File: src/rtl/axis_frame_reader_pkg.sv
// Shared encodings for the frame-stream cores: status/error codes, the
// FIFO depth of the pixel source and the pixel word carried through it.
package axis_frame_reader_pkg;

  typedef enum logic [1:0] {
    ST_IDLE  = 2'd0,
    ST_BUSY  = 2'd1,
    ST_DONE  = 2'd2,
    ST_ERROR = 2'd3
  } state_t;

  typedef enum logic [1:0] {
    ERR_NONE    = 2'd0,
    ERR_TIMEOUT = 2'd1,
    ERR_ABORT   = 2'd2
  } err_t;

  // Output FIFO depth; also the number of read credits the source may hold.
  localparam int FIFO_DEPTH = 2;

  // One pixel beat: data plus end-of-frame marker.
  typedef struct packed {
    logic       last;
    logic [7:0] data;
  } pix_t;

endpackage

File: src/rtl/axis_frame_reader_pix_fifo2.sv
// Two-entry pixel FIFO. The head slot is a register, so the stream outputs
// taken from it carry no combinational path from push/pop inputs.
module pix_fifo2
  import axis_frame_reader_pkg::*;
(
  input  logic       clk,
  input  logic       rst_n,
  input  logic       push,
  input  pix_t       push_pix,
  input  logic       pop,
  input  logic       flush,
  output logic [1:0] count,
  output logic       head_valid,
  output pix_t       head_pix
);

  logic       wr_ptr_reg;
  logic       rd_ptr_reg;
  logic [1:0] count_reg;
  logic       do_push;
  logic       do_pop;

  // Pop of an empty FIFO is ignored; a push into a full FIFO only lands
  // when the head leaves in the same cycle.
  assign do_pop  = pop && (count_reg != 2'd0);
  assign do_push = push && ((count_reg != 2'd2) || do_pop);

  genvar gi;
  generate
    for (gi = 0; gi < FIFO_DEPTH; gi++) begin : g_slot
      pix_t slot_reg;

      // Capture the incoming pixel when this slot is the write target.
      always_ff @(posedge clk) begin
        if (!rst_n) begin
          slot_reg <= '0;
        end else if (do_push && !flush && (wr_ptr_reg == 1'(gi))) begin
          slot_reg <= push_pix;
        end
      end
    end
  endgenerate

  // Pointer and occupancy bookkeeping; flush empties the FIFO at once.
  always_ff @(posedge clk) begin
    if (!rst_n || flush) begin
      wr_ptr_reg <= 1'b0;
      rd_ptr_reg <= 1'b0;
      count_reg  <= 2'd0;
    end else begin
      if (do_push) begin
        wr_ptr_reg <= ~wr_ptr_reg;
      end
      if (do_pop) begin
        rd_ptr_reg <= ~rd_ptr_reg;
      end
      count_reg <= count_reg + 2'(do_push) - 2'(do_pop);
    end
  end

  assign count      = count_reg;
  assign head_valid = (count_reg != 2'd0);
  assign head_pix   = rd_ptr_reg ? g_slot[1].slot_reg : g_slot[0].slot_reg;

endmodule

File: src/rtl/axis_frame_reader.sv
// AXI4-Stream frame source: reads a W x H frame from a synchronous-read
// buffer in raster order and streams it out, with start/status/err_code
// control matching the downstream filter cores.
module axis_frame_reader
  import axis_frame_reader_pkg::*;
#(
  parameter int W               = 512,
  parameter int H               = 512,
  parameter int TOTAL_PIXEL     = W * H,
  parameter int TOTAL_PIXEL_BIT = $clog2(W * H),
  parameter int TIME_LIMIT      = 1_000_000
) (
  input  logic                       clk,
  input  logic                       rst_n,
  input  logic                       start,
  input  logic                       abort,
  output logic [1:0]                 status,
  output logic [1:0]                 err_code,
  output logic                       mem_rd_en,
  output logic [TOTAL_PIXEL_BIT-1:0] mem_addr,
  input  logic [7:0]                 mem_rdata,
  output logic [7:0]                 m_axis_tdata,
  output logic                       m_axis_tvalid,
  input  logic                       m_axis_tready,
  output logic                       m_axis_tlast
);

  // The read address needs one extra bit so it can sit at TOTAL_PIXEL
  // once every pixel has been issued.
  localparam int AW = TOTAL_PIXEL_BIT + 1;
  localparam int SW = $clog2(TIME_LIMIT + 1);
  localparam logic [AW-1:0] LAST_ADDR  = AW'(TOTAL_PIXEL - 1);
  localparam logic [AW-1:0] END_ADDR   = AW'(TOTAL_PIXEL);
  localparam logic [SW-1:0] STALL_TRIP = SW'(TIME_LIMIT - 1);

  state_t          state_reg, state_next;
  err_t            err_reg, err_next;
  logic [AW-1:0]   rd_addr_reg;
  logic            inflight_reg;
  logic            inflight_last_reg;
  logic [SW-1:0]   stall_cnt_reg;

  logic [1:0]      fifo_count;
  logic            fifo_valid;
  pix_t            head_pix;
  pix_t            push_pix;

  logic            busy;
  logic            handshake;
  logic            stalled;
  logic            timeout_hit;
  logic            launch;
  logic            leave_busy;
  logic            flush;
  logic            issue;
  logic [2:0]      credits_used;

  assign busy      = (state_reg == ST_BUSY);
  assign handshake = fifo_valid && m_axis_tready;
  assign stalled   = fifo_valid && !m_axis_tready;
  // The counter trips on the cycle that would bring it to TIME_LIMIT.
  assign timeout_hit = stalled && (stall_cnt_reg == STALL_TRIP);
  assign launch      = (state_reg != ST_BUSY) && start;

  // Reads held = FIFO entries + read in flight, less the beat leaving now.
  // Counting the departing beat keeps one read per cycle going with
  // tready high while never holding more than FIFO_DEPTH reads.
  assign credits_used = 3'(fifo_count) + 3'(inflight_reg) - 3'(handshake);
  assign issue = busy && (rd_addr_reg < END_ADDR) &&
                 (credits_used < 3'(FIFO_DEPTH));

  // Next-state and error-code selection; abort outranks the last beat and
  // the stall timeout.
  always_comb begin
    state_next = state_reg;
    err_next   = err_reg;
    case (state_reg)
      ST_BUSY: begin
        if (abort) begin
          state_next = ST_ERROR;
          err_next   = ERR_ABORT;
        end else if (handshake && head_pix.last) begin
          state_next = ST_DONE;
        end else if (timeout_hit) begin
          state_next = ST_ERROR;
          err_next   = ERR_TIMEOUT;
        end
      end
      default: begin
        if (start) begin
          state_next = ST_BUSY;
          err_next   = ERR_NONE;
        end
      end
    endcase
  end

  assign leave_busy = busy && (state_next != ST_BUSY);
  assign flush      = launch || leave_busy;

  // FSM and error-code registers.
  always_ff @(posedge clk) begin
    if (!rst_n) begin
      state_reg <= ST_IDLE;
      err_reg   <= ERR_NONE;
    end else begin
      state_reg <= state_next;
      err_reg   <= err_next;
    end
  end

  // Raster read address: restarts on every launch, no wrap.
  always_ff @(posedge clk) begin
    if (!rst_n || launch) begin
      rd_addr_reg <= '0;
    end else if (issue) begin
      rd_addr_reg <= rd_addr_reg + AW'(1);
    end
  end

  // Track the read whose data returns next cycle; dropped on flush so that
  // data from an abandoned frame never reaches the FIFO.
  always_ff @(posedge clk) begin
    if (!rst_n || flush) begin
      inflight_reg      <= 1'b0;
      inflight_last_reg <= 1'b0;
    end else begin
      inflight_reg      <= issue;
      inflight_last_reg <= (rd_addr_reg == LAST_ADDR);
    end
  end

  // Consecutive stalled-beat counter.
  always_ff @(posedge clk) begin
    if (!rst_n || !busy || handshake || leave_busy) begin
      stall_cnt_reg <= '0;
    end else if (stalled) begin
      stall_cnt_reg <= stall_cnt_reg + SW'(1);
    end
  end

  assign push_pix = '{last: inflight_last_reg, data: mem_rdata};

  pix_fifo2 u_fifo (
    .clk        (clk),
    .rst_n      (rst_n),
    .push       (inflight_reg),
    .push_pix   (push_pix),
    .pop        (handshake),
    .flush      (flush),
    .count      (fifo_count),
    .head_valid (fifo_valid),
    .head_pix   (head_pix)
  );

  assign status        = state_reg;
  assign err_code      = err_reg;
  assign mem_rd_en     = issue;
  assign mem_addr      = rd_addr_reg[TOTAL_PIXEL_BIT-1:0];
  assign m_axis_tdata  = head_pix.data;
  assign m_axis_tvalid = fifo_valid;
  assign m_axis_tlast  = head_pix.last;

endmodule
File: config.mk
export PLATFORM = sky130hd
export DESIGN_NAME = axis_frame_reader
export DESIGN_NICKNAME = d
export VERILOG_FILES = /design/src/rtl/axis_frame_reader_pkg.sv /design/src/rtl/axis_frame_reader_pix_fifo2.sv /design/src/rtl/axis_frame_reader.sv
export SDC_FILE = /design/constraint.sdc
export NUM_CORES = 1
export LEC_CHECK = 0
export CAP_MARGIN = 30
export CORE_MARGIN = 1
export CORE_UTILIZATION = 64
export CTS_BUF_LIST = sky130_fd_sc_hd__clkbuf_4 sky130_fd_sc_hd__clkbuf_8
export DETAILED_ROUTE_END_ITERATION = 12
export DONT_BUFFER_PORTS = 1
export GPL_ROUTABILITY_DRIVEN = 0
export PLACE_DENSITY_LB_ADDON = 0.2
export SLEW_MARGIN = 25
export SYNTH_ARGS = -nofsm -noshare
export SYNTH_HDL_FRONTEND = slang
export SYNTH_SLANG_ARGS = --single-unit
File: constraint.sdc
create_clock -name clk -period 7.7 [get_ports clk]
set_input_delay 1.925 -clock clk [delete_from_list [all_inputs] [get_ports clk]]
set_output_delay 1.925 -clock clk [all_outputs]
set_load 0.01 [all_outputs]
==> reports/summary.json <==
{
  "top_cell_type_by_total_area_after_synthesis": {"value": "sky130_fd_sc_hd__dfxtp_1"},
  "power.density": {"value": 217.9, "unit": "nW/um^2"},
  "core_region_area": {"value": 4786, "unit": "sq um"},
  "ys_area": {"value": 3212, "unit": "sq um"},
  "route.detailed.wl_per_inst": {"value": 13.79, "unit": "um"},
  "grtUsageMet1": {"value": 30.72, "unit": "%"},
  "chipWidth": {"value": 72.84, "unit": "um"},
  "post_synth_num_cell_types": {"value": 43},
  "finalSetupTns": {"value": 0, "unit": "ns"},
  "final_antenna_net_count": {"value": 0},
  "cts_max_path_buffers": {"value": 2},
  "synth.cellmix.compoundShare": {"value": 3.740, "unit": "%"},
  "final.min_clock_period": {"value": 5.739, "unit": "ns"},
  "worst-slew-pin-transition": {"value": 0.6662, "unit": "ns"},
  "area.combinational": {"value": 1648, "unit": "sq um"},
  "drtPass1Iterations": {"value": 4},
  "synth.area.mux_share": {"value": 8.765, "unit": "%"},
  "cts_made_buffers": {"value": 9},
  "htreeDepth": {"value": 3},
  "detail_route.vias_per_cell": {"value": 5.528},
  "setup_viol_count_final": {"value": 0},
  "row_count": {"value": 25},
  "pre_cts_ws": {"value": 1.979, "unit": "ns"},
  "ff_latch_area": {"value": 1341, "unit": "sq um"},
  "leakagePower": {"value": 1.148, "unit": "nW"},
  "number_of_synthesized_flops_with_an_enable_pin": {"value": 0},
  "postSynthRegisterBits": {"value": 67},
  "wire_length_of_the_first_global_routing_pass": {"value": 9.749, "unit": "mm"},
  "run_status": {"value": "finished clean"},
  "chipHeight": {"value": 72.84, "unit": "um"},
  "warnings": {"value": 27}
}
==> final timing paths <==
| path | slack [ns] | start | to | cells past startpoint |
|---|---|---|---|---|
| max | 1.96 | m_axis_tready | mem_rd_en | 8 |
| max reg2reg | 4.69 | u_fifo.count[1] | rd_addr_reg[14] | 10 |
| min | 0.46 | u_fifo.g_slot[1].slot_reg[6] | u_fifo.g_slot[1].slot_reg[6] | 2 |
| min reg2reg | 0.46 | u_fifo.g_slot[1].slot_reg[6] | u_fifo.g_slot[1].slot_reg[6] | 2 |
==> cell type report <==
class	instances	area share, %
multi-input combinational	263	49.05
timing repair buffer	1	0.2235
inverter	8	0.8939
tap	67	2.495
sequential	67	39.93
clock buffer	9	3.687
clock inverter	7	3.724
==> routing by layer <==
metal  wire length [um]  part of all wire, %
met4                 96                  1.6
met1               2814                   48
met2               2669                   46
met5                  0                    0
met3                239                  4.1
==> worst max-delay path, stage by stage <==
cell,delay (ns)
sky130_fd_sc_hd__o21a_1,0.18
sky130_fd_sc_hd__ha_1,0.25
sky130_fd_sc_hd__inv_1,0.07
sky130_fd_sc_hd__nand2_1,0.07
sky130_fd_sc_hd__fa_1,0.47
sky130_fd_sc_hd__nor4bb_1,0.34
sky130_fd_sc_hd__nand2_1,0.26
sky130_fd_sc_hd__clkinv_1,0.24
==> power by group <==
group | switching, mW | internal [mW]
combinational | 0.0150 | 0.00788
sequential | 0.00368 | 0.349
clock | 0.139 | 0.218
==> per-stage QoR <==
step | area (sq um) | power [mW] | cells
after floorplan | 3212 | 0.3823 | 370
after global placement | 3107 | 0.3832 | 406
after detailed placement | 3110 | 0.3838 | 406
after CTS | 3359 | 0.7383 | 422
after global routing | 3359 | 0.7577 | 422
final | 3359 | 0.7320 | 422
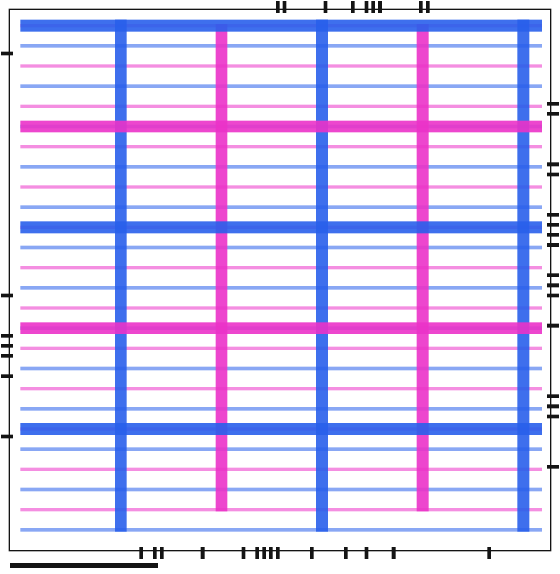
**Above:** PDN straps and rails.
The bar under the picture is 20 um long. Pins as bars on the die edge.
blue -> VSS
magenta -> VDD
signal pins = 46
met1 rails = 26
met4 straps = 5
met5 straps = 5
rows = 25

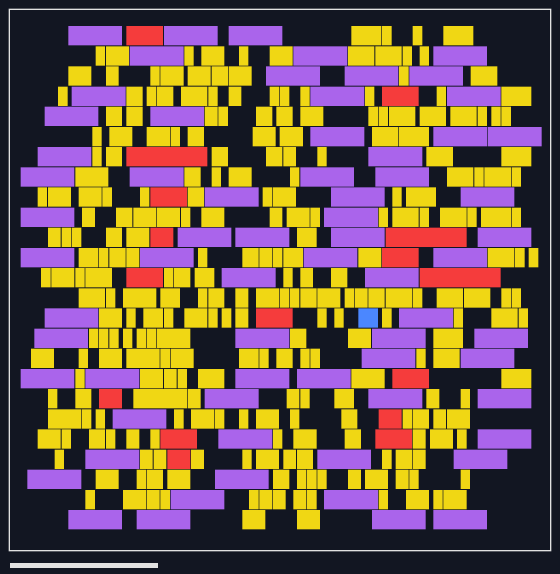
**Above:** cells coloured by class.
The bar under the picture is 20 um long.
yellow -> all other logic  # cells 271
purple -> flip-flops  # cells 67
red -> clock drivers and dummy loads  # cells 16
blue -> other buffers and delay cells  # cells 1

No activity file was given, so power comes from the tool's default toggle rates.
